==> config.mk <==
export PLATFORM = sky130hd
export DESIGN_NAME = inst_fetch_stage
export DESIGN_NICKNAME = d
export VERILOG_FILES = /design/src/rtl/inst_fetch_stage_pkg.sv /design/src/rtl/inst_fetch_stage_skid_fifo.sv /design/src/rtl/inst_fetch_stage.sv
export SDC_FILE = /design/constraint.sdc
export NUM_CORES = 1
export LEC_CHECK = 0
export CAP_MARGIN = 20
export CORE_ASPECT_RATIO = 1.25
export CORE_MARGIN = 2
export CORE_UTILIZATION = 40
export CTS_BUF_LIST = sky130_fd_sc_hd__clkbuf_4 sky130_fd_sc_hd__clkbuf_8 sky130_fd_sc_hd__clkbuf_16
export CTS_CLUSTER_DIAMETER = 50
export DETAILED_ROUTE_END_ITERATION = 12
export GPL_TIMING_DRIVEN = 0
export HOLD_SLACK_MARGIN = 0.05
export PLACE_DENSITY = 0.73
export SETUP_SLACK_MARGIN = 0.3
export SKIP_CTS_REPAIR_TIMING = 1
export SYNTH_ARGS = -nofsm -noshare
export SYNTH_HDL_FRONTEND = slang
export SYNTH_SLANG_ARGS = --single-unit
export TNS_END_PERCENT = 100
==> constraint.sdc <==
create_clock -name clk -period 4.63 [get_ports clk]
set_input_delay 0.6945 -clock clk [delete_from_list [all_inputs] [get_ports clk]]
set_output_delay 0.6945 -clock clk [all_outputs]
set_load 0.01 [all_outputs]
==> src/rtl/inst_fetch_stage_pkg.sv <==
// Shared definitions for the instruction fetch front end.
//   RESET_PC_DEFAULT : first PC fetched after reset release
//   fetch_entry_t    : one buffered fetch result {pc, inst, adel}
//   pc_misaligned    : address-error test on the low PC bits
package inst_fetch_stage_pkg;

  localparam logic [31:0] RESET_PC_DEFAULT = 32'hbfc0_0000;
  localparam int unsigned PC_W             = 32;
  localparam int unsigned INST_W           = 32;

  typedef struct packed {
    logic [PC_W-1:0]   pc;
    logic [INST_W-1:0] inst;
    logic              adel;
  } fetch_entry_t;

  // A fetch address is word aligned only when its two low bits are zero.
  function automatic logic pc_misaligned(input logic [1:0] pc_lo);
    return pc_lo != 2'b00;
  endfunction

endpackage

==> src/rtl/inst_fetch_stage_skid_fifo.sv <==
// Small FIFO holding fetched words until decode accepts them.
//   clk, resetn : clock, async active-low reset
//   flush       : discard all entries (wins over push and pop)
//   push/data   : enqueue one fetch entry
//   pop         : dequeue the head entry
//   head        : current head entry, read from the storage registers
//   count       : number of valid entries
module inst_fetch_stage_skid_fifo
  import inst_fetch_stage_pkg::*;
#(
  parameter int unsigned DEPTH = 2,
  parameter int unsigned CNT_W = $clog2(DEPTH + 1)
) (
  input  logic             clk,
  input  logic             resetn,
  input  logic             flush,
  input  logic             push,
  input  fetch_entry_t     push_data,
  input  logic             pop,
  output fetch_entry_t     head,
  output logic [CNT_W-1:0] count
);

  localparam int unsigned PTR_W = (DEPTH > 1) ? $clog2(DEPTH) : 1;

  fetch_entry_t     mem [DEPTH];
  logic [PTR_W-1:0] rd_ptr;
  logic [PTR_W-1:0] wr_ptr;
  logic             do_push;
  logic             do_pop;

  // Pointer increment that also works for non power-of-two depths.
  function automatic logic [PTR_W-1:0] ptr_inc(input logic [PTR_W-1:0] p);
    return (p == PTR_W'(DEPTH - 1)) ? '0 : p + PTR_W'(1);
  endfunction

  assign do_push = push & ~flush;
  assign do_pop  = pop & ~flush & (count != '0);
  assign head    = mem[rd_ptr];

  // Storage, pointers and occupancy.
  always_ff @(posedge clk or negedge resetn) begin
    if (!resetn) begin
      rd_ptr <= '0;
      wr_ptr <= '0;
      count  <= '0;
      for (int i = 0; i < int'(DEPTH); i++) mem[i] <= '0;
    end else if (flush) begin
      rd_ptr <= '0;
      wr_ptr <= '0;
      count  <= '0;
    end else begin
      if (do_push) begin
        mem[wr_ptr] <= push_data;
        wr_ptr      <= ptr_inc(wr_ptr);
      end
      if (do_pop) rd_ptr <= ptr_inc(rd_ptr);
      case ({do_push, do_pop})
        2'b10:   count <= count + CNT_W'(1);
        2'b01:   count <= count - CNT_W'(1);
        default: count <= count;
      endcase
    end
  end

  // The issue throttle upstream must never let a push land on a full FIFO.
  overflow_a: assert property (@(posedge clk) disable iff (!resetn)
    (do_push && !do_pop) |-> (count < CNT_W'(DEPTH)));

endmodule

==> src/rtl/inst_fetch_stage.sv <==
// Instruction fetch front end: owns the PC, requests words from a
// synchronous-read instruction RAM (1-cycle latency), buffers results with
// their PC and hands {pc, inst, adel} to decode over valid/ready.
//   clk, resetn       : clock, async active-low reset
//   inst_sram_*       : RAM request port (read only, wen/wdata tied low)
//   redirect_valid/pc : one-cycle pulse restarting fetch at redirect_pc
//   if_valid/id_ready : handshake to decode
//   if_pc/inst/adel   : head entry; adel flags a misaligned PC
module inst_fetch_stage
  import inst_fetch_stage_pkg::*;
#(
  parameter logic [31:0] RESET_PC   = RESET_PC_DEFAULT,
  parameter int unsigned ADDR_WIDTH = 18,
  parameter int unsigned SKID_DEPTH = 2
) (
  input  logic                  clk,
  input  logic                  resetn,
  output logic                  inst_sram_en,
  output logic [3:0]            inst_sram_wen,
  output logic [ADDR_WIDTH-1:0] inst_sram_addr,
  output logic [31:0]           inst_sram_wdata,
  input  logic [31:0]           inst_sram_rdata,
  input  logic                  redirect_valid,
  input  logic [31:0]           redirect_pc,
  output logic                  if_valid,
  input  logic                  id_ready,
  output logic [31:0]           if_pc,
  output logic [31:0]           if_inst,
  output logic                  if_adel
);

  localparam int unsigned CNT_W = $clog2(SKID_DEPTH + 1);
  localparam int unsigned OCC_W = CNT_W + 1;

  logic [31:0]      fetch_pc;
  logic [31:0]      req_pc;
  logic [31:0]      issue_pc;
  logic             inflight;
  logic             pop;
  logic             push;
  logic             issue;
  logic [CNT_W-1:0] count;
  logic [OCC_W-1:0] occupancy;
  logic             unused_pc_bits;
  fetch_entry_t     push_data;
  fetch_entry_t     head;

  // Slots already claimed: buffered words plus the one in flight, minus the
  // one decode takes this cycle. pop implies count >= 1, so no underflow.
  assign pop       = if_valid & id_ready & ~redirect_valid;
  assign occupancy = OCC_W'(count) + OCC_W'(inflight) - OCC_W'(pop);
  assign issue     = redirect_valid | (occupancy < OCC_W'(SKID_DEPTH));
  assign issue_pc  = redirect_valid ? redirect_pc : fetch_pc;

  // RAM request port; enable is forced low while reset is asserted.
  assign inst_sram_en    = resetn & issue;
  assign inst_sram_addr  = issue_pc[ADDR_WIDTH+1:2];
  assign inst_sram_wen   = 4'b0000;
  assign inst_sram_wdata = 32'h0000_0000;
  assign unused_pc_bits  = ^issue_pc;

  // PC and in-flight tracking; a redirect restarts the sequence.
  always_ff @(posedge clk or negedge resetn) begin
    if (!resetn) begin
      fetch_pc <= RESET_PC;
      req_pc   <= '0;
      inflight <= 1'b0;
    end else begin
      inflight <= issue;
      if (issue) begin
        fetch_pc <= issue_pc + 32'd4;
        req_pc   <= issue_pc;
      end
    end
  end

  // A word returning in a redirect cycle belongs to the old stream: drop it.
  assign push           = inflight & ~redirect_valid;
  assign push_data.pc   = req_pc;
  assign push_data.inst = inst_sram_rdata;
  assign push_data.adel = pc_misaligned(req_pc[1:0]);

  inst_fetch_stage_skid_fifo #(
    .DEPTH (SKID_DEPTH),
    .CNT_W (CNT_W)
  ) u_skid_fifo (
    .clk       (clk),
    .resetn    (resetn),
    .flush     (redirect_valid),
    .push      (push),
    .push_data (push_data),
    .pop       (pop),
    .head      (head),
    .count     (count)
  );

  // Decode never sees a head during a redirect cycle.
  assign if_valid = (count != '0) & ~redirect_valid;
  assign if_pc    = head.pc;
  assign if_inst  = head.inst;
  assign if_adel  = head.adel;

endmodule

Fig. 1: run 1, PDN straps and rails
Bar = 50 um. Pins as bars on the die edge.
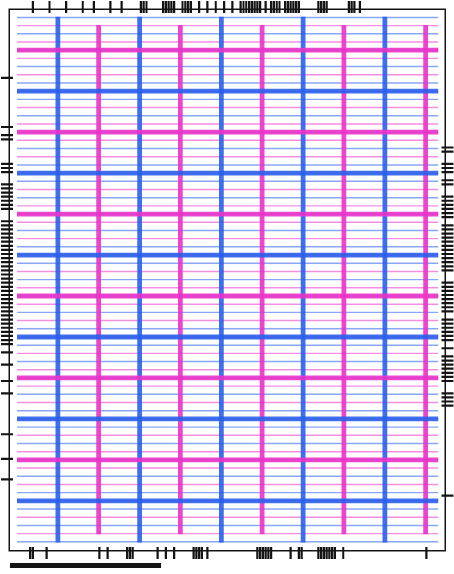
Blue stands for VSS. Magenta stands for VDD.
10 straps on met4. 12 straps on met5.

Fig. 2: run 1, cell classes on the final placement
Bar = 50 um.
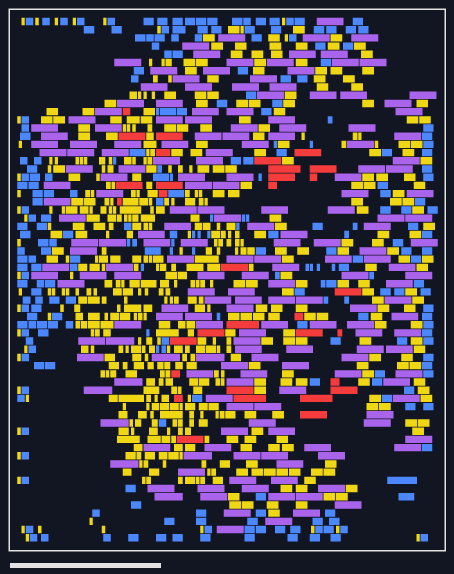
Purple stands for flops, cells 197, share of their area 40%. Yellow stands for all other logic, cells 550, share of their area 36%. Red stands for clock drivers and dummy loads, cells 32, share of their area 5.2%. Blue stands for other buffers and delay cells, cells 251, share of their area 18%.

Fig. 3: run 1, clock network drawn from the DEF
Bar = 50 um.
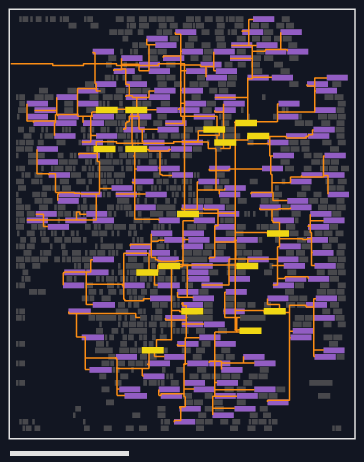
Purple stands for flip-flops, count 197. Yellow stands for cells driving clock nets, count 17. Orange stands for clock wires, length 2400 um.
There are 18 routed clock nets. Position of the flops: widely spread.

Fig. 4: run 1, metal layers overlaid
Only two layers are drawn.
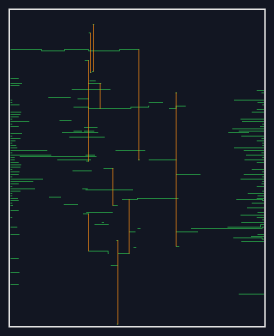
Green stands for met3, wire length 1200 um. Orange stands for met4, wire length 390 um.

==> results.py, run 1 <==
# Physical implementation metrics
metrics = {
    "setup_path": {
        "cp-start-kind": "input port",
        "cpMostUsedCell": "buf_8",
        "crit_type": "in2out",
        "crit_path_max_incr_delay_ns": 0.36,
    },
    "sta": {
        "setup_viol": 0,
        "drv_slew": 0,
        "rsz0062_at_grt": "no",
        "period_used_pct": 90.16,
        "max_slew.worst_pin.slew_ns": 0.8177,
        "finalClockSkew_ns": 0.009160,
    },
    "cells_and_area": {
        "seq_area_mm2": 0.004941,
        "synthToLayoutAreaGrowth_pct": 28.49,
    },
    "route": {
        "first_pass_iters": 4,
        "routedWlPerCell_um": 16.85,
        "met3_length_mm": 1.199,
        "drc_errors": 0,
        "finalWirelength_mm": 22.91,
    },
    "logic_synthesis": {
        "synth-adder-area-share_pct": 0.4582,
        "muxShareOfSynthArea_pct": 26.48,
        "yosys_area_mm2": 0.009829,
        "yosys_warnings": 0,
        "ys_async_sr_fraction_pct": 100.0,
        "flop_cell": "dfrtp_1",
        "syn_area_mm2": 0.009829,
        "top_cell": "mux2_2",
    },
    "grt": {
        "grt_pass1_wl_mm": 35.89,
        "grtUsageTotal_pct": 18.11,
        "grt_pass1_vias": 6759,
        "overflow": 0,
    },
    "clock_tree": {
        "htree_num_levels": 4,
    },
    "run_status": {
        "outcome": "completed",
    },
    "power": {
        "clk-power_uw": 1610,
        "p_leak_uw": 0.005308,
    },
    "floorplanning": {
        "die_h_um": 179.3,
    },
}
-- run 1: state kept, by name, summed over array words and instances (netlist names) --
register	count
u_skid_fifo.wr_ptr	1
u_skid_fifo.count	2
req_pc	30
u_skid_fifo.mem	130
inflight	1
u_skid_fifo.rd_ptr	1
fetch_pc	32
-- run 1: stage by stage --
step / util (%) / cells
after floorplan: - / 845
after global placement: 48.86 / 1327
after detailed placement: 49.00 / 1328
after CTS: 51.61 / 1360
after global routing: 51.88 / 1360
final: 51.88 / 1360
-- run 1: final cells by class --
class | instances | area share, %
sequential | 197 | 39.12
multi-input combinational | 535 | 34.63
timing repair buffer | 153 | 12.28
buffer | 98 | 5.181
clock buffer | 19 | 3.537
tap | 330 | 3.269
clock inverter | 13 | 1.506
inverter | 15 | 0.4656
-- run 1: cells by family (layout without fill, tap and decap cells) --
kind of cell,after synthesis,count (layout)
DFF,197,197
and+or+nand+nor,164,164
other,1,36
muxes,234,234
xor gates and xnor gates,35,35
adders and majority gates,3,3
AOI/OAI and AO/OA,63,63
buffers and inverters,113,298
-- run 1: layout by cell type (no fill, tap or decap), types with 4 or more instances in the layout --
cell             count
a21oi_1             29
buf_1                6
buf_2               10
buf_4               58
buf_8                6
bufinv_16            4
clkbuf_1            19
clkbuf_16           17
clkdlybuf4s50_1    149
conb_1              36
dfrtp_1            188
dfstp_2              9
inv_1               14
inv_6                6
mux2_2             205
mux2i_1             28
nand2_1             45
nand3_1              9
nand3b_1             7
nand4_1              8
nor2_1              54
nor3_1              12
o21ai_0             18
xnor2_1             29
xor2_1               5
-- run 1: routing by layer --
layer / global-route usage (%) / vias to the layer above
li1: - / 3149
met1: 22.92 / 3349
met2: 31.05 / 193
met3: 3.926 / 27
met4: 5.502 / 0
met5: 0 / -
Fig. 5: run 1, placement view
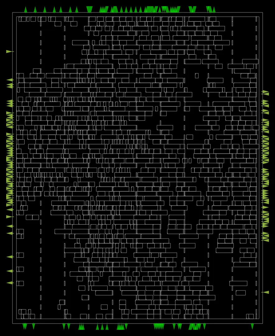

==> run 1 -> run 2 <==
- CORE_ASPECT_RATIO: 1.25 -> default
- clock period: 4.63 -> 5 ns (I/O delays scaled with it)
Fig. 6: run 2, placement view
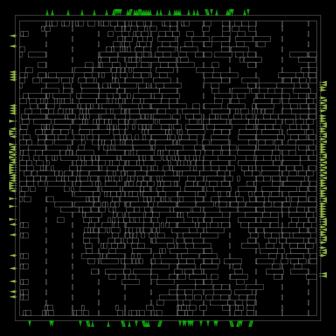
Util after Layout: 52.08%
Std-Cell Rows: 57
flip-flops: 197

Fig. 7: run 2, PDN straps and rails
Bar = 50 um. Pins as bars on the die edge.
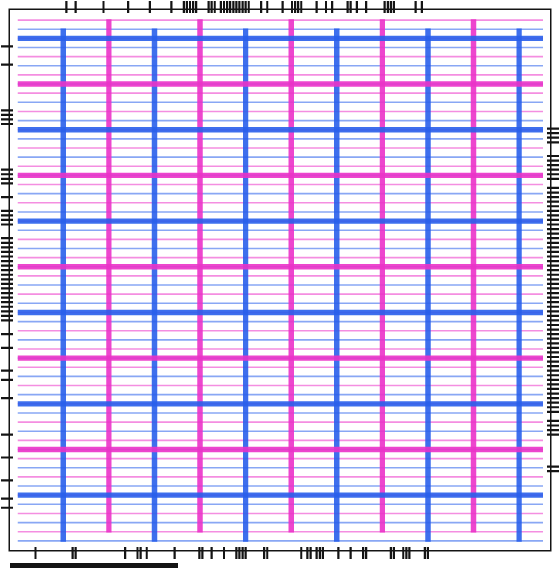
Blue stands for VSS. Magenta stands for VDD.
58 met1 rails follow the rows. 189 signal pins sit on the boundary. The core has 57 rows.

==> run 2 against run 1 <==
Combinational power fell by 7.0%. Clock skew up 0.0092 ns. Final area hardly changed. Highest routed layer unchanged. Largest power group unchanged. Utilization up 0.20 points. Non-clock buffer count rose by 1. Largest cell class unchanged.
==> results.py, run 2 <==
# Physical implementation metrics
metrics = {
    "run_status": {
        "outcome": "completed",
    },
    "grt": {
        "overflow": 0,
        "grt_pass1_wl_mm": 36.74,
        "grt_use_met1_pct": 25.48,
        "grt.busiest_layer": "met2",
        "use_met2_pct": 28.90,
        "grt_pass1_vias": 6630,
        "grtUsageTotal_pct": 18.14,
    },
    "logic_synthesis": {
        "syn_area_mm2": 0.009829,
        "synth-adder-area-share_pct": 0.4582,
        "muxShareOfSynthArea_pct": 26.48,
        "top_cell": "mux2_2",
        "flop_cell": "dfrtp_1",
        "yosys_area_mm2": 0.009829,
        "yosys_warnings": 0,
        "ys_async_sr_fraction_pct": 100.0,
    },
    "sta": {
        "max_slew.worst_pin.slew_ns": 0.8076,
        "finalClockSkew_ns": 0.01835,
        "period_used_pct": 88.14,
        "drv_slew": 0,
        "holdWs_ns": 0.3585,
        "setup_viol": 0,
    },
    "setup_path": {
        "cpMostUsedCell": "buf_8",
        "r2r_cells": 14,
        "crit_type": "in2out",
        "cp-start-kind": "input port",
    },
    "cells_and_area": {
        "largest_register_ffs": 130,
        "mostFrequentLayoutCells": "205 x mux2_2, 188 x dfrtp_1, 149 x clkdlybuf4s50_1, 59 x buf_4, 54 x nor2_1",
        "regMostFlops": "u_skid_fifo.mem",
        "synthToLayoutAreaGrowth_pct": 28.48,
        "final_cells": 1355,
        "layout_top_cell": "mux2_2",
    },
    "floorplanning": {
        "die_h_um": 160.8,
    },
    "job": {
        "warnings": 28,
    },
    "route": {
        "first_pass_iters": 5,
        "routedWlPerCell_um": 17.19,
        "finalWirelength_mm": 23.29,
    },
    "power": {
        "p_leak_uw": 0.005306,
    },
}
-- run 2: cell families after synthesis --
kind of cell | after synthesis
buffers and inverters | 113
other | 1
AND-OR/OR-AND | 63
flip-flops | 197
multiplexers | 234
AND/OR/NAND/NOR | 164
XOR/XNOR | 35
adder cells (fa/ha/maj) | 3
-- run 2: metrics by stage --
step                      utilization, %  worst slack, ns  cell area (um^2)  total power, uW
final                              52.08           0.5931             12630             7582
after global routing               52.08           0.4766             12630             8043
after CTS                          51.80           -1.192             12560             7605
after detailed placement           49.16           -1.157             11920             6100
after global placement             49.02           -5.172             11890             6011
after floorplan                        -           0.6809              9961             4718
-- run 2: final cells by class --
| class | count | area (um^2) |
|---|---|---|
| tap | 324 | 405.4 |
| fill | 2100 | 11620 |
| timing repair buffer | 154 | 1559 |
| buffer | 98 | 650.6 |
| sequential | 197 | 4941 |
| clock inverter | 15 | 214.0 |
| multi-input combinational | 535 | 4374 |
| clock buffer | 17 | 425.4 |
| inverter | 15 | 58.81 |
-- run 2: worst max path at each step --
stage,startpoint,end,slack [ns],cells after the start
after detailed placement,redirect_valid,inst_sram_en,-1.16,18
final,redirect_valid,inst_sram_en,0.59,18
after floorplan,redirect_valid,inst_sram_en,0.68,16
after global routing,redirect_valid,inst_sram_en,0.48,18
after CTS,redirect_valid,inst_sram_en,-1.19,18
after global placement,resetn,u_skid_fifo.mem[108]$_DFFE_PN0P_,-5.17,1
-- run 2: power breakdown --
part	switching [uW]	total, uW	internal [uW]
logic	1430	3320	1900
clock network	669	1480	813
registers	415	2770	2360
-- run 2: metal layers --
| metal | vias to the layer above | wire, um |
|---|---|---|
| met5 | - | 0 |
| met4 | 0 | 293 |
| met3 | 21 | 1087 |
| met2 | 191 | 10780 |
| met1 | 3336 | 11120 |
| li1 | 3149 | - |
Fig. 8: run 2, cell classes on the final placement
Bar = 50 um.
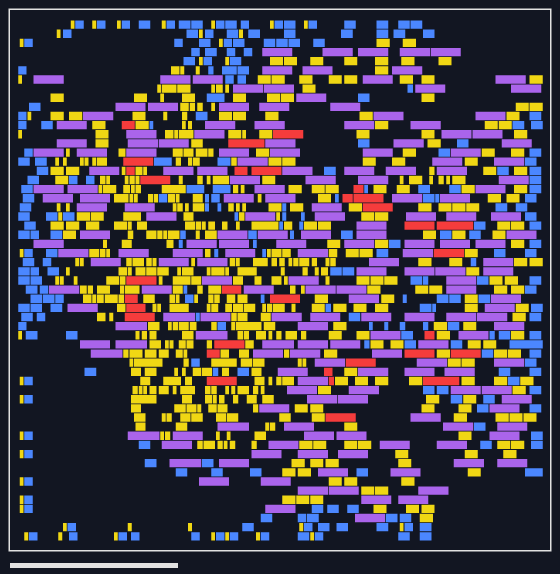

==> run 2 -> run 3 <==
- CORE_UTILIZATION: 40 -> 47
- PLACE_DENSITY: 0.73 -> 0.82
- TNS_END_PERCENT: 100 -> default
Fig. 9: run 3, cell classes on the final placement
Bar = 50 um.
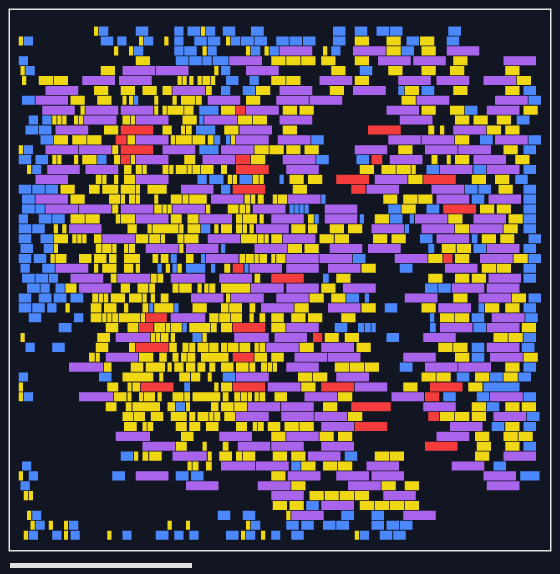
Blue stands for other buffers and delay cells, cells 252, share of their area 18%. Yellow stands for all other logic, cells 550, share of their area 36%. Purple stands for flops, cells 197, share of their area 41%. Red stands for clock drivers and dummy loads, cells 32, share of their area 4.9%.

Fig. 10: run 3, placement view
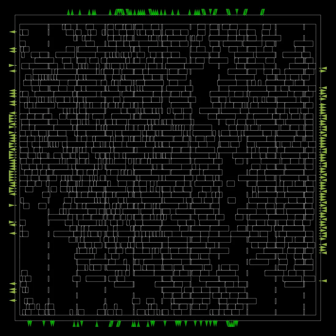
non-filler cells, final: 1301
Core Footprint: 0.02036 mm^2

==> run 3 against run 2 <==
Cell count decreased by 4.0%. Count of clock-buffer cells in the layout increased by 1. Sequential power hardly changed. Sequential cell count unchanged. Clock power shrank 7%. Die size down 15%. Worst hold slack got worse by 0.032 ns. Critical path type unchanged. Largest cell class unchanged. Largest power group unchanged. Highest routed layer unchanged.
==> results.py, run 3 <==
# Physical implementation metrics
metrics = {
    "run_status": {
        "outcome": "completed",
    },
    "sta": {
        "holdWs_ns": 0.3261,
        "period_used_pct": 87.02,
        "max_slew.worst_pin.slew_ns": 0.7902,
        "setup_slack_ns": 0.6490,
        "setup_viol": 0,
        "rsz0062_at_grt": "no",
        "drv_slew": 0,
    },
    "power": {
        "p_leak_uw": 0.005285,
    },
    "floorplanning": {
        "num_rows": 52,
        "die_h_um": 148.6,
    },
    "cells_and_area": {
        "mostFrequentLayoutCells": "205 x mux2_2, 188 x dfrtp_1, 149 x clkdlybuf4s50_1, 59 x buf_4, 54 x nor2_1",
        "reg_top3": "u_skid_fifo.mem (130), fetch_pc (32), req_pc (30)",
        "synthToLayoutAreaGrowth_pct": 27.44,
        "fin_util_pct": 61.51,
        "layout_top_cell": "mux2_2",
    },
    "setup_path": {
        "crit_type": "in2out",
        "cp-start-kind": "input port",
        "cpMostUsedCell": "buf_8",
        "crit_path_max_incr_delay_ns": 0.38,
    },
    "logic_synthesis": {
        "syn_area_mm2": 0.009829,
        "flop_cell": "dfrtp_1",
        "top_cell": "mux2_2",
    },
    "place": {
        "place_ws_ns": -1.162,
    },
    "route": {
        "finalWirelength_mm": 22.79,
        "routedWlPerCell_um": 17.52,
    },
    "grt": {
        "overflow": 0,
        "grtUsageTotal_pct": 20.87,
        "grt_pass1_wl_mm": 36.11,
    },
    "clock_tree": {
        "htree_num_levels": 4,
    },
    "job": {
        "warnings": 28,
    },
}
run 3: netlist changes by cell type in the layout (fill, tap and decap cells not counted):
cell,delta
nand2_1,-1
nor2_2,-1
bufinv_16,-2
nand2_2,+1
clkinv_2,-1
clkbuf_4,+1
nor2_4,+1
clkinvlp_4,+1
inv_6,+1
run 3: worst register-to-register path: cells and delay by family (launching register included):
| kind | cells | cell delay (ns) |
|---|---|---|
| simple gates | 7 | 0.98 |
| flops | 1 | 0.51 |
| fa+ha+maj | 2 | 0.64 |
| buf+inv | 4 | 1.09 |
| compound gates | 1 | 0.09 |
| xor+xnor | 1 | 0.16 |
run 3: per-layer routing:
layer	vias up	track usage [%]	wire [um]
met5	-	0	0
met4	0	6.048	307
met3	30	4.847	1477
met2	252	34.00	10950
met1	3399	28.09	10060
li1	3156	-	-
run 3: path summary, 6_finish.rpt:
kind	startpoint	endpoint	cells past startpoint
max in group asynchronous	resetn	fetch_pc[22]$_DFFE_PN1P_	2
max reg2reg	u_skid_fifo.count[1]$_DFFE_PN0P_	fetch_pc[5]$_DFFE_PN0P_	15
min	resetn	u_skid_fifo.mem[5]$_DFFE_PN0P_	1
min reg2reg	fetch_pc[28]$_DFFE_PN1P_	fetch_pc[28]$_DFFE_PN1P_	2
min in group clk	fetch_pc[28]$_DFFE_PN1P_	fetch_pc[28]$_DFFE_PN1P_	2
max	redirect_valid	inst_sram_en	18
run 3: cell type report:
cell class | instances | area (um^2)
fill | 1597 | 7838
tap | 270 | 337.8
clock inverter | 14 | 165.2
timing repair buffer | 154 | 1559
buffer | 98 | 650.6
multi-input combinational | 535 | 4382
sequential | 197 | 4941
clock buffer | 18 | 432.9
inverter | 15 | 58.81
run 3: report_power, final:
part	internal, uW	switching, uW
Clock	721	662
Sequential	2360	430
Combinational	1900	1420
Total	4980	2520
Power figures rest on the tool's default switching activity, not on a simulated workload.
